Fig. 1: congestion heat map
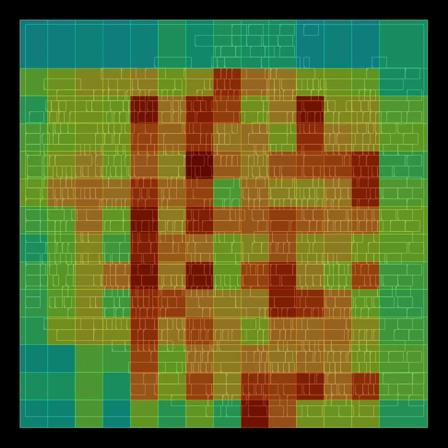
Fig. 2: gate-type map
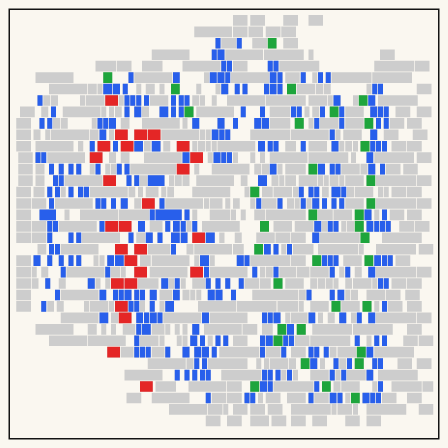
Fig. 3: cell area per tile
The die is cut into 10 by 10 equal tiles; white is low, dark blue is high, 0 to 100% covered.
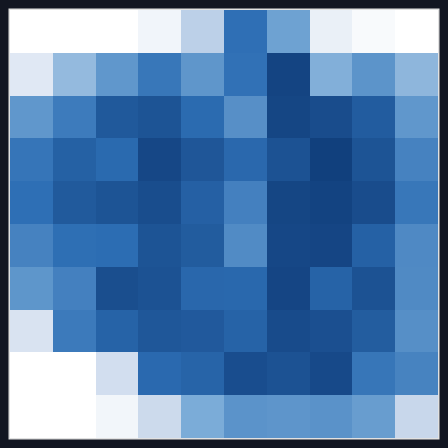
Fig. 4: signal wires by layer
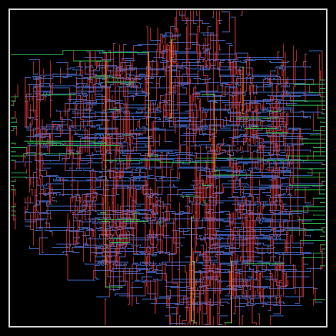
Fig. 5: met2 routing
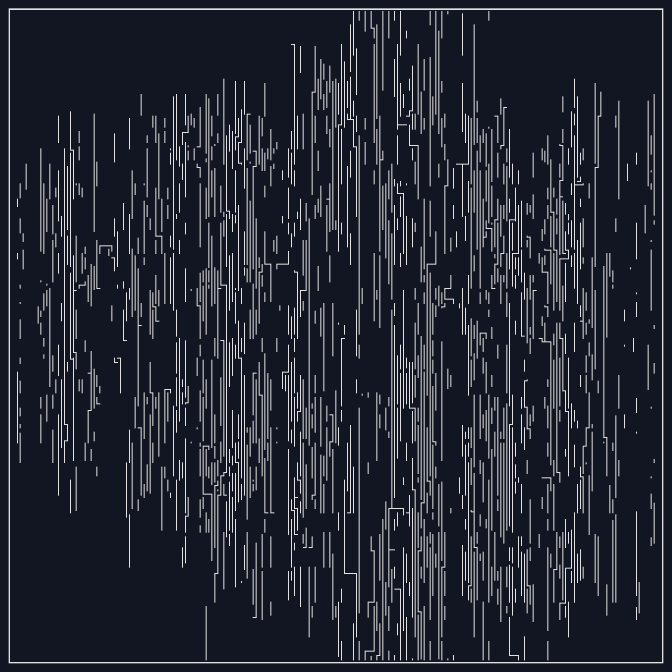
[src/rtl/sad_min_tracker.sv]
// rtl/sad_min_tracker.sv - raster-order minimum-SAD tracker with row/column of best match
//
// Scans one SAD result per candidate window position in row-major order and
// keeps the smallest SAD seen together with its (row, col). The best match is
// reported when the last position has been accepted.
//
// Optional feature macro: SAD_TIE_LAST_EN
//   undefined : strict '<' update, the first raster position of equal minima wins
//   defined   : '<=' update, the last raster position of equal minima wins
//
// Ports:
//   Clk        in   system clock, rising edge
//   Reset      in   asynchronous active-low reset
//   start      in   one-cycle pulse; begins a scan and samples cfg_rows/cfg_cols
//   cfg_rows   in   number of candidate rows
//   cfg_cols   in   number of candidate columns
//   sad_valid  in   sad_value carries the result for the current position
//   sad_value  in   SAD of the current candidate position
//   sad_ready  out  tracker accepts sad_value this cycle (decoded from state)
//   busy       out  scan in progress
//   done       out  scan complete, results valid; held until next start
//   min_sad    out  minimum SAD found
//   min_row    out  row of the minimum
//   min_col    out  column of the minimum

module sad_min_tracker #(
    parameter int COORD_W = 8,
    parameter int SAD_W   = 32
) (
    input  logic               Clk,
    input  logic               Reset,
    input  logic               start,
    input  logic [COORD_W-1:0] cfg_rows,
    input  logic [COORD_W-1:0] cfg_cols,
    input  logic               sad_valid,
    input  logic [SAD_W-1:0]   sad_value,
    output logic               sad_ready,
    output logic               busy,
    output logic               done,
    output logic [SAD_W-1:0]   min_sad,
    output logic [COORD_W-1:0] min_row,
    output logic [COORD_W-1:0] min_col
);

    typedef enum logic [1:0] {
        ST_IDLE = 2'd0,
        ST_SCAN = 2'd1,
        ST_DONE = 2'd2
    } state_t;

    localparam logic [COORD_W-1:0] COORD_ONE  = COORD_W'(1);
    localparam logic [COORD_W-1:0] COORD_ZERO = '0;

    state_t             state;
    logic [COORD_W-1:0] rows_q;
    logic [COORD_W-1:0] cols_q;
    logic [COORD_W-1:0] row_cnt;
    logic [COORD_W-1:0] col_cnt;
    logic               first_q;

    logic               accept;
    logic               last_col;
    logic               last_row;
    logic               better;
    logic               take;
    logic               zero_dim;

    // Ready comes straight from the state register so the upstream datapath
    // never sees a combinational path from its own valid back to ready.
    assign sad_ready = (state == ST_SCAN);
    assign accept    = sad_valid && sad_ready;

    // Dimensions are known non-zero while scanning, so the -1 cannot wrap.
    assign last_col  = (col_cnt == (cols_q - COORD_ONE));
    assign last_row  = (row_cnt == (rows_q - COORD_ONE));
    assign zero_dim  = (cfg_rows == COORD_ZERO) || (cfg_cols == COORD_ZERO);

`ifdef SAD_TIE_LAST_EN
    assign better    = (sad_value <= min_sad);
`else
    assign better    = (sad_value < min_sad);
`endif

    // The first sample loads unconditionally so an all-ones SAD still
    // records its coordinates instead of leaving stale ones from a prior scan.
    assign take      = first_q || better;

    always_ff @(posedge Clk or negedge Reset) begin
        if (!Reset) begin
            state   <= ST_IDLE;
            rows_q  <= '0;
            cols_q  <= '0;
            row_cnt <= '0;
            col_cnt <= '0;
            first_q <= 1'b0;
            busy    <= 1'b0;
            done    <= 1'b0;
            min_sad <= '1;
            min_row <= '0;
            min_col <= '0;
        end else begin
            case (state)
                ST_IDLE, ST_DONE: begin
                    if (start) begin
                        rows_q  <= cfg_rows;
                        cols_q  <= cfg_cols;
                        row_cnt <= '0;
                        col_cnt <= '0;
                        if (zero_dim) begin
                            // Empty search area: report the "nothing found"
                            // result immediately without entering SCAN.
                            state   <= ST_DONE;
                            first_q <= 1'b0;
                            busy    <= 1'b0;
                            done    <= 1'b1;
                            min_sad <= '1;
                            min_row <= '0;
                            min_col <= '0;
                        end else begin
                            state   <= ST_SCAN;
                            first_q <= 1'b1;
                            busy    <= 1'b1;
                            done    <= 1'b0;
                        end
                    end
                end

                ST_SCAN: begin
                    // start is deliberately ignored while a scan is running.
                    if (accept) begin
                        first_q <= 1'b0;
                        if (take) begin
                            min_sad <= sad_value;
                            min_row <= row_cnt;
                            min_col <= col_cnt;
                        end
                        if (last_col) begin
                            col_cnt <= '0;
                            if (last_row) begin
                                state <= ST_DONE;
                                busy  <= 1'b0;
                                done  <= 1'b1;
                            end else begin
                                row_cnt <= row_cnt + COORD_ONE;
                            end
                        end else begin
                            col_cnt <= col_cnt + COORD_ONE;
                        end
                    end
                end

                default: begin
                    state <= ST_IDLE;
                    busy  <= 1'b0;
                    done  <= 1'b0;
                end
            endcase
        end
    end

endmodule

[config.mk]
export PLATFORM = sky130hd
export DESIGN_NAME = sad_min_tracker
export DESIGN_NICKNAME = d
export VERILOG_FILES = /design/src/rtl/sad_min_tracker.sv
export SDC_FILE = /design/constraint.sdc
export NUM_CORES = 1
export LEC_CHECK = 0
export ABC_AREA = 1
export ABC_CLOCK_PERIOD_IN_PS = 2600
export CORE_UTILIZATION = 53
export DETAILED_ROUTE_END_ITERATION = 10
export GPL_TIMING_DRIVEN = 0
export PLACE_DENSITY = 0.93
export SLEW_MARGIN = 5
export SYNTH_ARGS = -nofsm -noshare
export SYNTH_HDL_FRONTEND = slang
export SYNTH_SLANG_ARGS = --single-unit
[constraint.sdc]
create_clock -name Clk -period 2.6 [get_ports Clk]
set_input_delay 0.26 -clock Clk [delete_from_list [all_inputs] [get_ports Clk]]
set_output_delay 0.26 -clock Clk [all_outputs]
set_load 0.02 [all_outputs]
==> CHANGELOG.md <==
### Physical design

* CTS tree: done
* Diodes inserted at 0
* Internal power at 0.00430 W
* #FFs+latches synth at 83
* Mapped Area at 5270 sq um
* Reg power frac at 30.9%
* Setup CP Type: reg -> out
* Final Max Tran Viols at 0
* Combinational logic power at 0.00423 W
* Comb power frac at 55.1%
* Filler instances at 752
* Max incr delay on CP at 0.70 ns
* Grt total ovfl at 0
* Inverters, non-clock at 71
* CTS H-Tree Depth at 3
* Final setup vio count at 0
* Post-Syn Instances at 686
* Peak VDD IR at 0.673 mV
* FF+latch area at 2120 sq um
* CP required at 2.34 ns
* Tmin final at 2.48 ns
* RePlAce Congestion at 0.824
* Nets at Floorplan at 773
* Cell area power density at 1140 nW/um^2
* CP Launch Type: register
* CP max stage cell: clkdlybuf4s50_1
* Switching share of total power at 44.0%
* Core area at 9730 sq um
* Layout cells sized above 1 at 16.3%
* Clk. pwr at 0.00108 W
* Status: complete, no violations
* Leak at 3.30 nW
* Final Hold Fails at 0
* Largest class: combinational gates
* DR DRC count at 0
* Top routing layer in use: met4
* Worst-Margin Slew at 0.533 ns
* Fin cells at 939
* Post_cts resized at 0
* Final Cycle Share at 95.3%
* Clock buffers at 10
* Critical path capture point: sad_ready
* Peak Freq at 0.404 GHz
* Clk_lat worst skew at 0.37 ns
-- Fig. 1 (at the start) --
wire per inst: 12.9 microns
met3 Usage GRT: 3.66%
GRT Util Overall: 25.6%
grt met1 use: 31.4%
met2 GRT Util: 45.1%

-- Fig. 2 (at the start) --
colour	family	cells
green	AND and OR gates	34
blue	NAND gates	302
red	XOR/XNOR gates	26

-- Fig. 3 (at the start) --
fullest tile	94%
emptiest ninth of the die	bottom left
mean over tiles	63%

-- Fig. 4 (at the start) --
colour	layer	wire length
orange	met4	243 microns
blue	met1	5400 microns
green	met3	649 microns
red	met2	5860 microns

-- Fig. 5 (at the start) --
longest straight run	43.0 microns
share of all routed wire	48%
wire length on this layer	5860 microns
nets with wire on the layer	733
main direction	vertical
final WL: 12200 microns
via count: 4796

==> stage by stage <==
| stage | hold WS [ns] | util (%) | power, W |
|---|---|---|---|
| after floorplan | -0.0356 | - | 0.00522 |
| after global placement | 0.454 | 66.4 | 0.00645 |
| after detailed placement | 0.283 | 66.6 | 0.00660 |
| after CTS | 0.426 | 69.0 | 0.00770 |
| after global routing | 0.473 | 69.0 | 0.00834 |
| final | 0.426 | 69.0 | 0.00767 |
==> worst reg2reg max path: cells and delay by family, from the launching register on <==
kind	cells	cell delay [ns]
buf+inv	3	0.48
fa+ha+maj	1	0.28
flops	1	0.55
simple gates	10	0.84
compound gates	1	0.13
==> Yosys cell counts, drive strengths merged <==
| cell | number | area share [%] |
|---|---|---|
| or2 | 32 | 3.8 |
| o21ai | 27 | 3.1 |
| clkbuf | 8 | 0.59 |
| nand4 | 7 | 0.83 |
| o21a | 1 | 0.14 |
| nor2 | 46 | 3.9 |
| nand2 | 221 | 16 |
| inv | 71 | 5.1 |
| buf | 20 | 2.5 |
| xor2 | 16 | 2.7 |
| ha | 35 | 8.3 |
| o22ai | 1 | 0.12 |
| and3 | 2 | 0.24 |
| nand3 | 74 | 7.3 |
| nor3 | 9 | 0.95 |
| nor4 | 3 | 0.36 |
| dfrtp | 51 | 24 |
| a21oi | 20 | 2.0 |
| dfstp | 32 | 16 |
| xnor2 | 10 | 1.7 |
==> logic make-up after synthesis <==
logic type | after synthesis | synth area share, %
and+or+nand+nor | 394 | 33.6
buffers and inverters | 99 | 8.23
DFF | 83 | 40.1
AOI/OAI and AO/OA | 49 | 5.36
adders and majority gates | 35 | 8.30
xor gates and xnor gates | 26 | 4.32
Power and IR drop assume default switching activity.
